==> src/rtl/ntt_coef_packer.sv <==
// ntt_coef_packer: gathers 16 coefficients into a 4x4 tile and streams it
// as 4 beats of 4 lanes to a transpose buffer. It alternates the buffer
// direction after every group of 4 beats. After the last tile of a frame it
// inserts 4 empty drain beats so the buffer can flush.
// Optional build macro: COEF_REDUCE_EN (conditional subtraction of Q on store).
module ntt_coef_packer #(
   parameter int unsigned WIDTH = 32,
   parameter logic [22:0] Q     = 23'd8380417,
   parameter int unsigned N     = 256
) (
   input  logic               clk,
   input  logic               rst_n,
   input  logic               s_valid,
   input  logic [WIDTH-1:0]   s_data,
   input  logic               s_last,
   output logic               s_ready,
   input  logic               clr_err,
   output logic [4*WIDTH-1:0] m_data,
   output logic               m_en,
   output logic               m_valid,
   output logic               m_last,
   output logic               err_range,
   output logic               err_frame
);

   localparam int unsigned TILES = N / 16;
   localparam int unsigned TW    = (TILES > 1) ? $clog2(TILES) : 1;
   localparam int unsigned CW    = $clog2(N);

   typedef enum logic [1:0] {FILL, EMIT, DRAIN} state_t;

   state_t             state_q, state_d;
   logic [3:0]         k_q, k_d;          // coefficient slot within tile
   logic [1:0]         beat_q, beat_d;    // beat index in EMIT, cycle index in DRAIN
   logic [TW-1:0]      tile_q, tile_d;
   logic [CW-1:0]      cnt_q, cnt_d;      // coefficient index within frame
   logic [4*WIDTH-1:0] m_data_q, m_data_d;
   logic               m_valid_q, m_valid_d;
   logic               m_last_q, m_last_d;
   logic               m_en_q, m_en_d;
   logic               err_range_q, err_range_d;
   logic               err_frame_q, err_frame_d;

   logic [WIDTH-1:0]   buf_q [16];
   logic [WIDTH-1:0]   coef_st;
   logic               coef_oor;
   logic               accept;
   logic               last_tile;
   logic               frame_end;
   logic [1:0]         bsel;
   logic [4*WIDTH-1:0] beat_word;

`ifdef COEF_REDUCE_EN
   localparam logic [WIDTH+1:0] QX  = (WIDTH+2)'(Q);
   localparam logic [WIDTH+1:0] Q2X = QX << 1;
   logic [WIDTH+1:0] s_ext;

   // Conditional subtraction of Q; inputs at or above 2Q cannot be fully reduced
   always_comb begin
      s_ext    = {2'b00, s_data};
      coef_oor = (s_ext >= Q2X);
      coef_st  = s_data;
      if (s_ext >= QX) coef_st = WIDTH'(s_ext - QX);
   end
`else
   assign coef_st  = s_data;
   assign coef_oor = 1'b0;
`endif

   assign s_ready   = (state_q == FILL);
   assign accept    = s_valid && s_ready;
   assign last_tile = (tile_q == TW'(TILES - 1));
   assign frame_end = (cnt_q == CW'(N - 1));
   // The beat loaded into the output register is always the one shown next cycle
   assign bsel      = (state_q == EMIT) ? beat_q + 2'd1 : 2'd0;

   // Gather lanes of the selected beat: slot k lives in beat k/4, lane k%4
   always_comb begin
      beat_word = '0;
      for (int l = 0; l < 4; l++) begin
         beat_word[l*WIDTH +: WIDTH] = buf_q[{bsel, 2'(l)}];
      end
   end

   // Tile storage; contents need no reset since a reset restarts filling at slot 0
   always_ff @(posedge clk) begin
      if (accept) buf_q[k_q] <= coef_st;
   end

   // Next-state and registered-output logic
   always_comb begin
      state_d     = state_q;
      k_d         = k_q;
      beat_d      = beat_q;
      tile_d      = tile_q;
      cnt_d       = cnt_q;
      m_data_d    = '0;
      m_valid_d   = 1'b0;
      m_last_d    = 1'b0;
      m_en_d      = m_en_q;
      err_frame_d = err_frame_q && !clr_err;
      err_range_d = err_range_q && !clr_err;
      unique case (state_q)
         FILL: begin
            if (accept) begin
               k_d   = k_q + 4'd1;
               cnt_d = frame_end ? '0 : cnt_q + 1'b1;
               if (s_last != frame_end) err_frame_d = 1'b1;
               if (coef_oor) err_range_d = 1'b1;
               if (k_q == 4'd15) begin
                  state_d   = EMIT;
                  beat_d    = 2'd0;
                  m_data_d  = beat_word;
                  m_valid_d = 1'b1;
               end
            end
         end
         EMIT: begin
            if (beat_q == 2'd3) begin
               m_en_d = !m_en_q;
               beat_d = 2'd0;
               if (last_tile) begin
                  state_d = DRAIN;
               end else begin
                  state_d = FILL;
                  tile_d  = tile_q + 1'b1;
               end
            end else begin
               beat_d    = beat_q + 2'd1;
               m_data_d  = beat_word;
               m_valid_d = 1'b1;
               m_last_d  = last_tile && (beat_q == 2'd2);
            end
         end
         DRAIN: begin
            beat_d = beat_q + 2'd1;
            if (beat_q == 2'd3) begin
               m_en_d  = !m_en_q;
               state_d = FILL;
               tile_d  = '0;
            end
         end
         default: state_d = FILL;
      endcase
   end

   // State and output registers with asynchronous reset
   always_ff @(posedge clk or negedge rst_n) begin
      if (!rst_n) begin
         state_q     <= FILL;
         k_q         <= '0;
         beat_q      <= '0;
         tile_q      <= '0;
         cnt_q       <= '0;
         m_data_q    <= '0;
         m_valid_q   <= 1'b0;
         m_last_q    <= 1'b0;
         m_en_q      <= 1'b0;
         err_range_q <= 1'b0;
         err_frame_q <= 1'b0;
      end else begin
         state_q     <= state_d;
         k_q         <= k_d;
         beat_q      <= beat_d;
         tile_q      <= tile_d;
         cnt_q       <= cnt_d;
         m_data_q    <= m_data_d;
         m_valid_q   <= m_valid_d;
         m_last_q    <= m_last_d;
         m_en_q      <= m_en_d;
         err_range_q <= err_range_d;
         err_frame_q <= err_frame_d;
      end
   end

   assign m_data    = m_data_q;
   assign m_valid   = m_valid_q;
   assign m_last    = m_last_q;
   assign m_en      = m_en_q;
   assign err_range = err_range_q;
   assign err_frame = err_frame_q;

endmodule

==> config.mk <==
export PLATFORM = sky130hd
export DESIGN_NAME = ntt_coef_packer
export DESIGN_NICKNAME = d
export VERILOG_FILES = /design/src/rtl/ntt_coef_packer.sv
export SDC_FILE = /design/constraint.sdc
export NUM_CORES = 1
export LEC_CHECK = 0
export ABC_AREA = 1
export ABC_CLOCK_PERIOD_IN_PS = 2870
export CORE_MARGIN = 5
export CORE_UTILIZATION = 53
export DETAILED_ROUTE_END_ITERATION = 8
export PLACE_DENSITY = 0.77
export SLEW_MARGIN = 20
export SYNTH_ARGS = -nofsm -noshare
export SYNTH_HDL_FRONTEND = slang
export SYNTH_SLANG_ARGS = --single-unit
==> constraint.sdc <==
create_clock -name clk -period 2.87 [get_ports clk]
set_input_delay 0.4305 -clock clk [delete_from_list [all_inputs] [get_ports clk]]
set_output_delay 0.4305 -clock clk [all_outputs]
set_load 0.02 [all_outputs]
==> images/layer_met1.png <==
The bar under the picture is 50 um long.
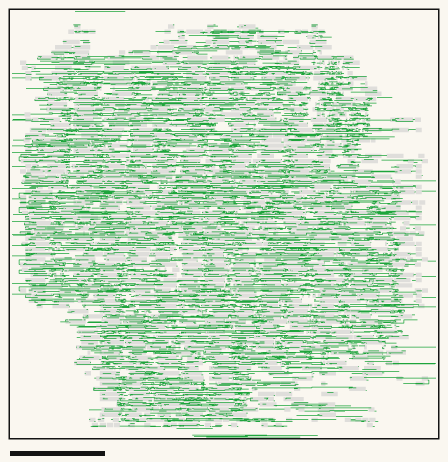
wire length on this layer: 23.6 mm
longest straight run: 53.8 um
main direction: horizontal
share of all routed wire: 39%
nets with wire on the layer: 1927

==> images/layer_met2.png <==
The bar under the picture is 50 um long.
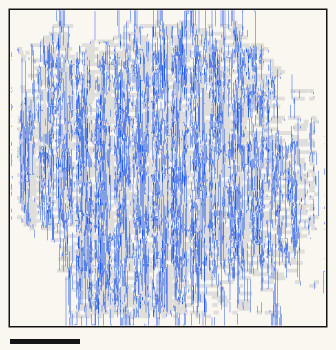
main direction: vertical
share of all routed wire: 50%
nets with wire on the layer: 1622

==> images/layer_met3.png <==
The bar under the picture is 50 um long.
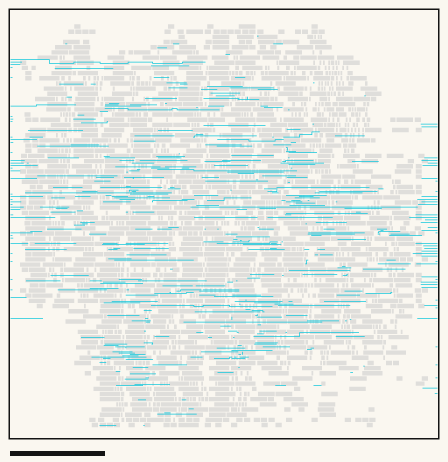
nets with wire on the layer: 228
share of all routed wire: 8.0%
main direction: horizontal
wire length on this layer: 4790 um

==> images/layer_met4.png <==
The bar under the picture is 50 um long.
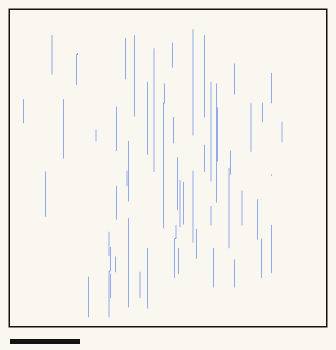
longest straight run: 89.0 um
share of all routed wire: 3.0%
wire length on this layer: 1810 um
nets with wire on the layer: 32
final WL: 60.04 mm
Vias: 15079

==> images/congestion.png <==
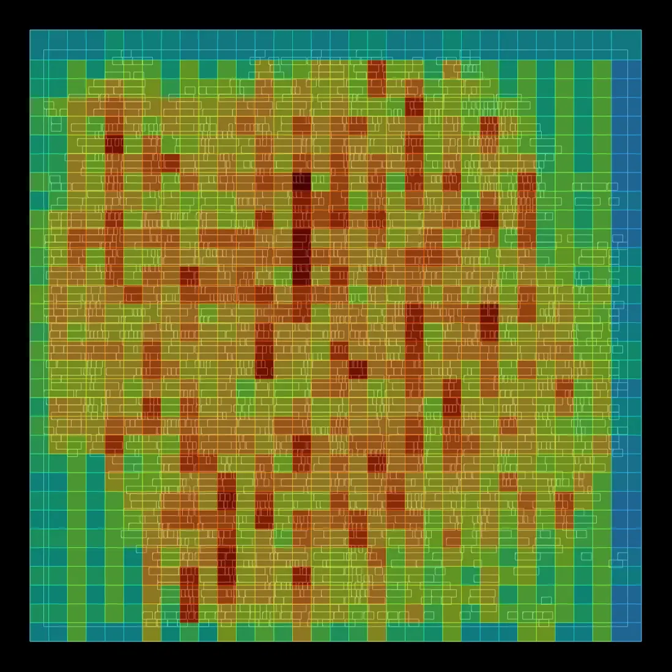
M2 GR Usage: 0.3919
Global Route Usage Sum: 0.2375
post-DR wirelength/cell: 22.50 um

==> flow_summary_export.csv <==
group,metric,value,unit
critical_path,worstPathRequired,2440,ps
synth,yosys_cells,1819,
run_status,outcome,"finished clean",
critical_path,timing.rr.start,"state_q[0]",
synth,yosys-stat-area,24480,um^2
final_timing,finClkSkew,20.37,ps
worst_hold_path,hp-class,"input pin to flop",
synth,synth.most_common_cell,"nand2_1",
global_routing,grt_max_degree,154,
detailed_routing,wl_met3,4.785,mm
layout,comb_cells,1026,
critical_path,start_kind,"flop",
floorplanning,core_area,45580,um^2
floorplanning,rows,78,
layout,comb_share,0.1644,
layout,top_area_cell_class,"flip-flops and latches",
detailed_routing,highest_layer,"met5",
final_timing,fmax,0.4108,GHz
clock_tree,cts_buffer_depth,3,
power_and_ir_drop,powerDensity,1037,nW/um^2
layout,nonClockBufferCount,228,
layout,largest_register_ffs,512,
worst_hold_path,min_path_cells,2,
layout,area_delta_synth_final,20.28,%
detailed_routing,vias_per_cell,5.652,
layout,regArea,19200,um^2
detailed_routing,wl_met1,23.64,mm
synth,ys_seq_frac,0.7844,
synth,synth_top_area_share,0.6280,
clock_tree,clock_sinks,665,
final_timing,period_used_share,0.8481,
critical_path,r2r_end,"buf_q[11][3]",
floorplanning,fp_util,0.5372,
detailed_routing,drc_errors,0,
final_timing,period_needed,2434,ps
layout,final_nets,2067,
critical_path,r2r_slack,580,ps
power_and_ir_drop,p_total,0.03052,W
critical_path,worst-path-buf-inv,2,
critical_path,critPathLaunch,"state_q[0]",
clock_tree,clk_pin_slew_worst_paths,60,ps
layout,drive_above_1_share,0.08563,
power_and_ir_drop,sequentialPower,0.0126,W
global_routing,use_met1,0.3237,
worst_hold_path,holdCritStartpoint,"clr_err",
final_timing,slew_headroom,0.3233,
clock_tree,clk_latency,580,ps
clock_tree,h-tree-depth,3,
placed_design,place_ws,453.3,ps
synth,logic_family,"simple AND/OR/NAND/NOR gates",
critical_path,worst-setup-path-type,"flop to primary output",
layout,layout_top_cells,"559 x nand2_1, 512 x edfxtp_1, 270 x nand3_1",
critical_path,worstPathCellList,"inv_1, ha_1, clkdlybuf4s50_1",
power_and_ir_drop,seqPwrFrac,0.413,
final_timing,max_slew.worst_pin.slew,1012,ps
critical_path,slowest_stage,"clkdlybuf4s50_1",
synth,fp_nets,1869,
layout,sh_seq_area,0.6521,
detailed_routing,drtPass1Iterations,6,
global_routing,grt_pass1_vias,15221,
power_and_ir_drop,pg_clk,0.00829,W
synth,ys_warn_count,0,
placed_design,numPortBuffers,170,
layout,instances_no_fill,2668,
power_and_ir_drop,comb_cell_power,0.00961,W
placed_design,dp_hpwl,35.07,mm
global_routing,met3_usage,0.04507,
synth,syn_inst,1819,
final_timing,hold_slack,415.3,ps
synth,synthArstFlopShare,0.2301,
job,drv_cap,0,
placed_design,dpl.cell_count,2548,
layout,clkCellAreaFrac,0.07083,
critical_path,cp_max_fo,4,
detailed_routing,drt_iter0_drc,1471,
placed_design,dpl-instance-area,27350,um^2
clock_tree,cts_buffers,66,
synth,edf_count,512,
layout,postLayoutCoreUtil,0.6461,
clock_tree,cts_tree,"done",
final_timing,setup_ws,435.9,ps
synth,muxShareOfSynthArea,0,
floorplanning,die_area,50590,um^2
layout,largest-register,"buf_q",
clock_tree,cts.hold.buffers_added,1,
final_timing,rsz0062_at_grt,"false",
power_and_ir_drop,switching_share,0.3371,
synth,ys_ff,665,
critical_path,critPathMaxStageDelay,670,ps
clock_tree,root_buffer,"clkbuf_16",
layout,flop-count,665,
layout,n_antenna_cell,1,
power_and_ir_drop,cellInternalPower,0.02023,W
clock_tree,cts-resized-gates,0,
global_routing,grt_pass1_wl,90.96,mm
synth,adder_share,0.006644,
power_and_ir_drop,power_frac_clock,0.272,
layout,nNonClkInverters,30,
placed_design,place.gp.congestion,0.8176,
synth,ys_sh_xor,0.002862,
layout,n_clock_buffer,96,
layout,layout.nonclk_buf_frac,0.08298,
floorplanning,ios,171,
layout,layout.cells.most_common,"nand2_1",
floorplanning,taps,600,
synth,netlist-cell-type-count,23,
synth,topCellsByArea,"edfxtp_1 63%, dfrtp_1 16%, nand2_1 8.6%, nand3_1 5.5%, and3_1 3.2%",
power_and_ir_drop,maxPowerGroup,"registers",
critical_path,cp.arrival,2000,ps
final_timing,fin_setup_tns,0,ps
layout,logic_area,4842,um^2
layout,stdcell_area,29450,um^2
floorplanning,die_h,224.9,um
global_routing,grt_antenna_before_repair,2,
worst_hold_path,holdPathEnd,"err_range",
power_and_ir_drop,p_sw,0.01029,W
critical_path,crit_family,"buffers and inverters",
final_timing,report.final.slew_viol_count,0,
synth,flop_cell,"edfxtp_1",
synth,largest_area_cell,"edfxtp_1",
clock_tree,cts_setup_buffers,0,
global_routing,busiest_layer,"met2",
synth,synthAoiAreaFrac,0.002658,
critical_path,cp.depth,3,
critical_path,r2r_cells,7,
